## src/rtl/pulse_pair_gen_pkg.sv

```systemverilog
// Shared state encoding, default widths and the duration clamp for pulse_pair_gen.
package pulse_pkg;

    localparam int unsigned PULSE_CNT_W = 32;
    localparam int unsigned CLAMP_W     = 64;

    typedef enum logic [2:0] {
        IDLE,
        P1,
        DLY,
        P2,
        BLANK
    } state_t;

    // max(x,1): a programmed zero still yields a one-cycle state
    function automatic logic [CLAMP_W-1:0] dur_clamp(input logic [CLAMP_W-1:0] x);
        return (x == '0) ? CLAMP_W'(1) : x;
    endfunction

endpackage

```

## src/rtl/pulse_pair_gen_if.sv

```systemverilog
// Trigger, configuration and status bundle for pulse_pair_gen.
interface pulse_pair_gen_if
    import pulse_pkg::*;
#(
    parameter int unsigned CNT_W = PULSE_CNT_W
);

    logic             trig_in;
    logic [CNT_W-1:0] p1_width;
    logic [CNT_W-1:0] delay;
    logic [CNT_W-1:0] p2_width;
    logic             pulse_out;
    logic             block_out;
    logic             busy;
    logic             done;
    logic             missed;

    modport master (
        output trig_in, p1_width, delay, p2_width,
        input  pulse_out, block_out, busy, done, missed
    );

    modport slave (
        input  trig_in, p1_width, delay, p2_width,
        output pulse_out, block_out, busy, done, missed
    );

endinterface

```

## src/rtl/pulse_pair_gen_trig_edge_det.sv

```systemverilog
// Rising-edge detector for the trigger; PULSE_TRIG_SYNC_EN adds a 2-flop synchroniser.
module trig_edge_det
    import pulse_pkg::*;
(
    input  logic clk,
    input  logic rst,
    input  logic trig_in,
    output logic trig_edge
);

    logic trig_s;
    logic trig_d;
    logic trig_q;

`ifdef PULSE_TRIG_SYNC_EN
    logic [1:0] sync_d;
    logic [1:0] sync_q;

    always_comb begin
        sync_d = {sync_q[0], trig_in};
    end

    always_ff @(posedge clk or posedge rst) begin
        if (rst) begin
            sync_q <= '1;
        end else begin
            sync_q <= sync_d;
        end
    end

    assign trig_s = sync_q[1];
`else
    assign trig_s = trig_in;
`endif

    always_comb begin
        trig_d = trig_s;
    end

    // history resets high so a level already high at release is not an edge
    always_ff @(posedge clk or posedge rst) begin
        if (rst) begin
            trig_q <= 1'b1;
        end else begin
            trig_q <= trig_d;
        end
    end

    assign trig_edge = trig_s & ~trig_q;

endmodule

```

## src/rtl/pulse_pair_gen.sv

```systemverilog
// Two-pulse sequencer with blanking hold-off; define PULSE_TRIG_SYNC_EN to synchronise trig_in.
module pulse_pair_gen
    import pulse_pkg::*;
#(
    parameter int unsigned CNT_W        = PULSE_CNT_W,
    parameter int unsigned BLANK_CYCLES = 120
) (
    input logic              clk,
    input logic              rst,
    pulse_pair_gen_if.slave  bus
);

    localparam logic [CNT_W-1:0] BLANK_LOAD =
        (BLANK_CYCLES == 0) ? '0 : CNT_W'(BLANK_CYCLES - 1);

    function automatic logic [CNT_W-1:0] load_of(input logic [CNT_W-1:0] x);
        return CNT_W'(dur_clamp(CLAMP_W'(x)) - CLAMP_W'(1));
    endfunction

    logic trig_edge;

    state_t           state_d, state_q;
    logic [CNT_W-1:0] cnt_d, cnt_q;
    logic [CNT_W-1:0] sh_dly_d, sh_dly_q;
    logic [CNT_W-1:0] sh_p2_d, sh_p2_q;
    logic             pulse_d, pulse_q;
    logic             busy_d, busy_q;
    logic             done_d, done_q;
    logic             missed_d, missed_q;

    trig_edge_det u_edge (
        .clk       (clk),
        .rst       (rst),
        .trig_in   (bus.trig_in),
        .trig_edge (trig_edge)
    );

    // p1_width is consumed on the accepting edge itself, so it needs no shadow copy
    always_comb begin
        state_d  = state_q;
        cnt_d    = cnt_q;
        sh_dly_d = sh_dly_q;
        sh_p2_d  = sh_p2_q;

        unique case (state_q)
            IDLE: begin
                if (trig_edge) begin
                    state_d  = P1;
                    cnt_d    = load_of(bus.p1_width);
                    sh_dly_d = bus.delay;
                    sh_p2_d  = bus.p2_width;
                end
            end
            P1: begin
                if (cnt_q == '0) begin
                    state_d = DLY;
                    cnt_d   = load_of(sh_dly_q);
                end else begin
                    cnt_d = cnt_q - CNT_W'(1);
                end
            end
            DLY: begin
                if (cnt_q == '0) begin
                    state_d = P2;
                    cnt_d   = load_of(sh_p2_q);
                end else begin
                    cnt_d = cnt_q - CNT_W'(1);
                end
            end
            P2: begin
                if (cnt_q == '0) begin
                    if (BLANK_CYCLES == 0) begin
                        state_d = IDLE;
                        cnt_d   = '0;
                    end else begin
                        state_d = BLANK;
                        cnt_d   = BLANK_LOAD;
                    end
                end else begin
                    cnt_d = cnt_q - CNT_W'(1);
                end
            end
            BLANK: begin
                if (cnt_q == '0) begin
                    state_d = IDLE;
                end else begin
                    cnt_d = cnt_q - CNT_W'(1);
                end
            end
            default: begin
                state_d = IDLE;
                cnt_d   = '0;
            end
        endcase

        pulse_d  = (state_d == P1) || (state_d == P2);
        busy_d   = (state_d != IDLE);
        done_d   = (state_q != IDLE) && (state_d == IDLE);
        missed_d = trig_edge && (state_q != IDLE);
    end

    always_ff @(posedge clk or posedge rst) begin
        if (rst) begin
            state_q  <= IDLE;
            cnt_q    <= '0;
            sh_dly_q <= '0;
            sh_p2_q  <= '0;
            pulse_q  <= 1'b0;
            busy_q   <= 1'b0;
            done_q   <= 1'b0;
            missed_q <= 1'b0;
        end else begin
            state_q  <= state_d;
            cnt_q    <= cnt_d;
            sh_dly_q <= sh_dly_d;
            sh_p2_q  <= sh_p2_d;
            pulse_q  <= pulse_d;
            busy_q   <= busy_d;
            done_q   <= done_d;
            missed_q <= missed_d;
        end
    end

    assign bus.pulse_out = pulse_q;
    assign bus.block_out = busy_q;
    assign bus.busy      = busy_q;
    assign bus.done      = done_q;
    assign bus.missed    = missed_q;

endmodule

```

## src/flat_wrapper.sv

```systemverilog
// flat-port wrapper written by rule: the top's interface ports become plain ports
module pulse_pair_gen_flat import pulse_pkg::*;
#(
    parameter int unsigned CNT_W        = PULSE_CNT_W,
    parameter int unsigned BLANK_CYCLES = 120
)
  (clk, rst, bus_trig_in, bus_p1_width, bus_delay, bus_p2_width, bus_pulse_out, bus_block_out, bus_busy, bus_done, bus_missed);
  pulse_pair_gen_if #(.CNT_W(CNT_W)) bus_i ();
  input logic clk;
  input logic rst;
  input wire logic [$bits(bus_i.trig_in)-1:0] bus_trig_in;
  input wire logic [$bits(bus_i.p1_width)-1:0] bus_p1_width;
  input wire logic [$bits(bus_i.delay)-1:0] bus_delay;
  input wire logic [$bits(bus_i.p2_width)-1:0] bus_p2_width;
  output wire logic [$bits(bus_i.pulse_out)-1:0] bus_pulse_out;
  output wire logic [$bits(bus_i.block_out)-1:0] bus_block_out;
  output wire logic [$bits(bus_i.busy)-1:0] bus_busy;
  output wire logic [$bits(bus_i.done)-1:0] bus_done;
  output wire logic [$bits(bus_i.missed)-1:0] bus_missed;
  assign bus_i.trig_in = bus_trig_in;
  assign bus_i.p1_width = bus_p1_width;
  assign bus_i.delay = bus_delay;
  assign bus_i.p2_width = bus_p2_width;
  assign bus_pulse_out = bus_i.pulse_out;
  assign bus_block_out = bus_i.block_out;
  assign bus_busy = bus_i.busy;
  assign bus_done = bus_i.done;
  assign bus_missed = bus_i.missed;
  pulse_pair_gen #(.CNT_W(CNT_W), .BLANK_CYCLES(BLANK_CYCLES)) u_core (.clk(clk), .rst(rst), .bus(bus_i));
endmodule
```

## config.mk

```make
export PLATFORM = sky130hd
export DESIGN_NAME = pulse_pair_gen_flat
export DESIGN_NICKNAME = d
export VERILOG_FILES = /design/src/rtl/pulse_pair_gen_pkg.sv /design/src/rtl/pulse_pair_gen_if.sv /design/src/rtl/pulse_pair_gen_trig_edge_det.sv /design/src/rtl/pulse_pair_gen.sv /design/src/flat_wrapper.sv
export SDC_FILE = /design/constraint.sdc
export NUM_CORES = 1
export LEC_CHECK = 0
export CAP_MARGIN = 20
export CORE_UTILIZATION = 56
export CTS_CLUSTER_SIZE = 20
export DETAILED_ROUTE_END_ITERATION = 10
export PLACE_DENSITY = 0.82
export SYNTH_ARGS = -nofsm -noshare
export SYNTH_HDL_FRONTEND = slang
export SYNTH_SLANG_ARGS = --single-unit
```

## constraint.sdc

```tcl
create_clock -name clk -period 4.4 [get_ports clk]
set_clock_uncertainty 0.1 [all_clocks]
set_input_delay 0.88 -clock clk [delete_from_list [all_inputs] [get_ports clk]]
set_output_delay 0.88 -clock clk [all_outputs]
set_load 0.02 [all_outputs]
```

**Met1 routing**

Scale bar: 20 um. Supply wires on this layer in grey.
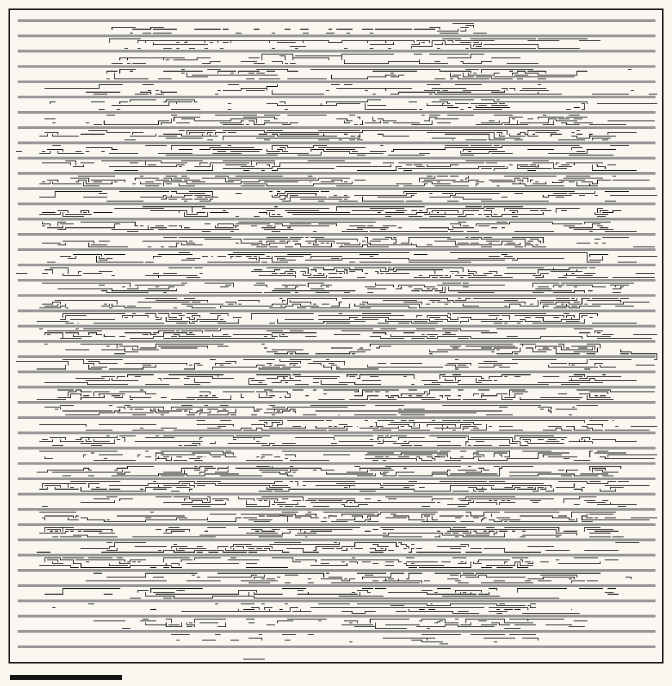
wire length on this layer: 9,520 um
main direction: horizontal

**Met2 routing**

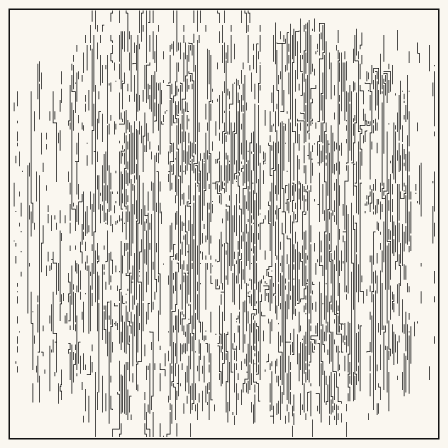
share of all routed wire: 45%
longest straight run: 63.7 um
wire length on this layer: 9,910 um
nets with wire on the layer: 878

==> GITHUB_STEP_SUMMARY <==
### Yosys + OpenROAD results

| Metric | Value |
|---|---|
| # Cells Yosys | `about 900` |
| Min-Delay Endpoint | `u_core.sh_dly_q[5]` |
| Synth top cell by count | `nand2_1` |
| Worst hold path class | `reg -> reg` |
| Clock slew at reported path FFs | `around 0.070 ns` |
| GRT overflow | `0` |
| DRC | `0` |
| CTS H-tree depth | `3` |
| Share of cells above drive strength 1 | `0.0706` |
| Antenna-violating nets left | `0` |
| Post-Place Cells | `roughly 1,200` |
| Inserted Diodes | `0` |
| RSZ-0062 raised after global routing | `no` |
| Pre-Repair DR Iteration Count | `5` |
| Max Freq | `246 MHz` |
| Seq share, synth | `0.357` |
| Global-route wire length before repair | `35.1 mm` |
| Fillers | `roughly 1,100` |
| CTS tree | `built` |
| RR Startpoint | `u_core.sh_p2_q[8]` |
| Max Slew Vio Count | `0` |
| Core ar. | `~13,000 um^2` |
| Tool Warnings | `26` |
| Post-CTS Setup Bufs | `0` |
| Multi-input gate area | `about 4400 um^2` |
| Final setup TNS | `0 ns` |
| Hold_sp | `u_core.sh_dly_q[5]` |
| Die Height | `about 120 um` |
| Die x size | `116 um` |
| Cells on worst reg2reg path | `12` |
| Synth Warn # | `0` |
| R2r setup slk | `roughly 0.33 ns` |
| Tmin final | `4.07 ns` |
| WS Path Type | `reg -> reg` |
| Final #Nets | `roughly 1,100` |
| DRT iter0 DRCs | `approximately 680` |
| Largest net degree at the start of global routing | `75` |
| Status | `complete, no violations` |
| Pwr per Cell Area | `375 nW/um^2` |
| Max clock buf depth | `2` |
| Initial antenna violation count | `0` |
| IO Count | `approximately 100` |
| Syn avg cell area | `7.89 um^2` |
| Top cell area share | `0.353` |
| Tcrit/Tclk final | `0.924` |
| Worst IR Drop VDD | `between 0.0002 and 0.00025 V` |
| Final WS setup | `around 0.33 ns` |
| Number of global-route vias before repair | `about 6,800` |
| Slew @ Worst Pin | `just over 0.9 ns` |
| Worst hold stages | `2` |
| Final Hold Fails | `0` |
| Final setup viols | `0` |
| Max-cap violations | `0` |
| Routed WL | `around 22 mm` |
| Via count | `about 7,400` |
| Die area | `13,500 um^2` |
| Area leader, netlist | `dfrtp_1` |
| Post-route insts no fill | `around 1,200` |
| Storage element area | `2600 um^2` |
| Library cells used by synthesis | `~67` |
| Biggest area cells | `dfrtp_1, nand2_1, xnor2_1` |
| P_leak | `3.59 nW` |
| Final Util | `0.698` |
| Placement Setup Slack | `around 0.078 ns` |
| Root buffer cell | `clkbuf_16` |
| Synthesis-to-finish area growth | `21.3%` |
| Critical path arrival | `approximately 4.2 ns` |
| RePlAce Congestion | `between 0.9 and 1` |
| Fraction of registers with async set or reset after synthesis | `1.00` |
| Dpl hpwl | `between 15 and 20 mm` |
| Startpoint types | `register` |
| Post-CTS Resized | `0` |
| Crit path required time | `around 4.5 ns` |
| Post-Syn Area | `roughly 7300 um^2` |
| Top cells by instance count after synthesis | `nand2_1, dfrtp_1, nor2_1` |
| CTS Buf Count | `9` |
| Synth Net Count | `just over 1,000` |
| Hold_buf cts | `0` |
| Site Rows | `approximately 41` |
| Crit Path Max Fanout | `8` |
| Flops after synth | `~100` |
| Via-to-Cell Ratio | `6.17` |
| Port Buffers | `a little over 100` |
| Post-synth EDFFs | `0` |
| Main flop type | `dfrtp_1` |
| Sink Count | `around 100` |
==> how the worst max path moves through the flow <==
stage | end | slack [ns] | cells past startpoint | startpoint
finish | u_core.cnt_q[22] | 0.33 | 12 | u_core.sh_p2_q[8]
global route | u_core.cnt_q[22] | 0.06 | 12 | u_core.sh_p2_q[8]
CTS | u_core.cnt_q[14] | 0.44 | 12 | bus_p1_width[16]
detailed placement | u_core.cnt_q[30] | 0.08 | 12 | bus_p1_width[16]
global placement | u_core.cnt_q[26] | 0.11 | 12 | bus_p1_width[17]
floorplan | u_core.cnt_q[30] | 0.51 | 12 | bus_p1_width[17]
==> cells by family after synthesis <==
logic type,count (synthesis),share of synthesized area
compound gates,176,0.165
xor+xnor,83,0.0996
fa+ha+maj,4,0.00686
buf+inv,61,0.0377
flops,104,0.357
mux,2,0.00274
simple gates,495,0.331
==> worst max-delay path: stages (launching register included) <==
cell	delay [ns]
dfrtp_1	0.47
or4_1	0.18
nor3_1	0.05
buf_4	0.16
a41oi_1	0.38
ha_1	0.26
nor3b_1	0.43
nand2_1	0.33
nor4_1	0.68
nand2_1	0.14
xor2_1	0.22
a2bb2oi_1	0.34
o221ai_1	0.17
==> flip-flops by register name (all words and copies together), names as in the netlist <==
signal	count
u_core.bus.block_out	1
u_core.sh_dly_q	32
u_core.bus.pulse_out	1
u_core.sh_p2_q	32
u_core.state_q	3
u_core.u_edge.trig_q	1
u_core.bus.missed	1
u_core.cnt_q	32
u_core.bus.done	1
==> power by group <==
group / internal (W) / switching [W] / leakage, nW
combinational: 0.000463 / 0.000480 / 2.14
sequential: 0.00117 / 0.000311 / 1.30
clock: 0.000517 / 0.000376 / 0.159
total: 0.00215 / 0.00117 / 3.59
==> cells in the final DEF, fill, tap and decap left out, drive strengths merged, types with 18 or more instances in the layout <==
cell type,instances
a21oi,33
a22oi,18
buf,23
clkdlybuf4s50,103
dfrtp,103
nand2,241
nor2,55
nor3,38
nor4,38
o21ai,42
or3,29
or4,31
xnor2,43
xor2,40
==> layer usage <==
layer  wire, um  share of wire  track usage  up-vias
met3       1770          0.081       0.0477       45
met1       9520           0.44        0.479     3455
met5          0              0            0        -
li1           -              -            -     3489
met4        603          0.028        0.132        0
met2       9910           0.45        0.535      367
==> per-stage QoR <==
stage	area, um^2	hold slack (ns)	power [W]
finish	8850	0.422	0.00332
detailed placement	8520	0.395	0.00240
CTS	8850	0.421	0.00330
global route	8850	0.441	0.00349
floorplan	7300	0.359	0.00205
global placement	8520	0.393	0.00237
==> layout make-up <==
type | instances | area share
clock inverter | 6 | 0.0102
clock buffer | 10 | 0.0270
inverter | 14 | 0.00622
sequential | 104 | 0.294
timing repair buffer | 126 | 0.137
tap | 172 | 0.0243
multi-input combinational | 760 | 0.501
Power and IR drop assume default switching activity.
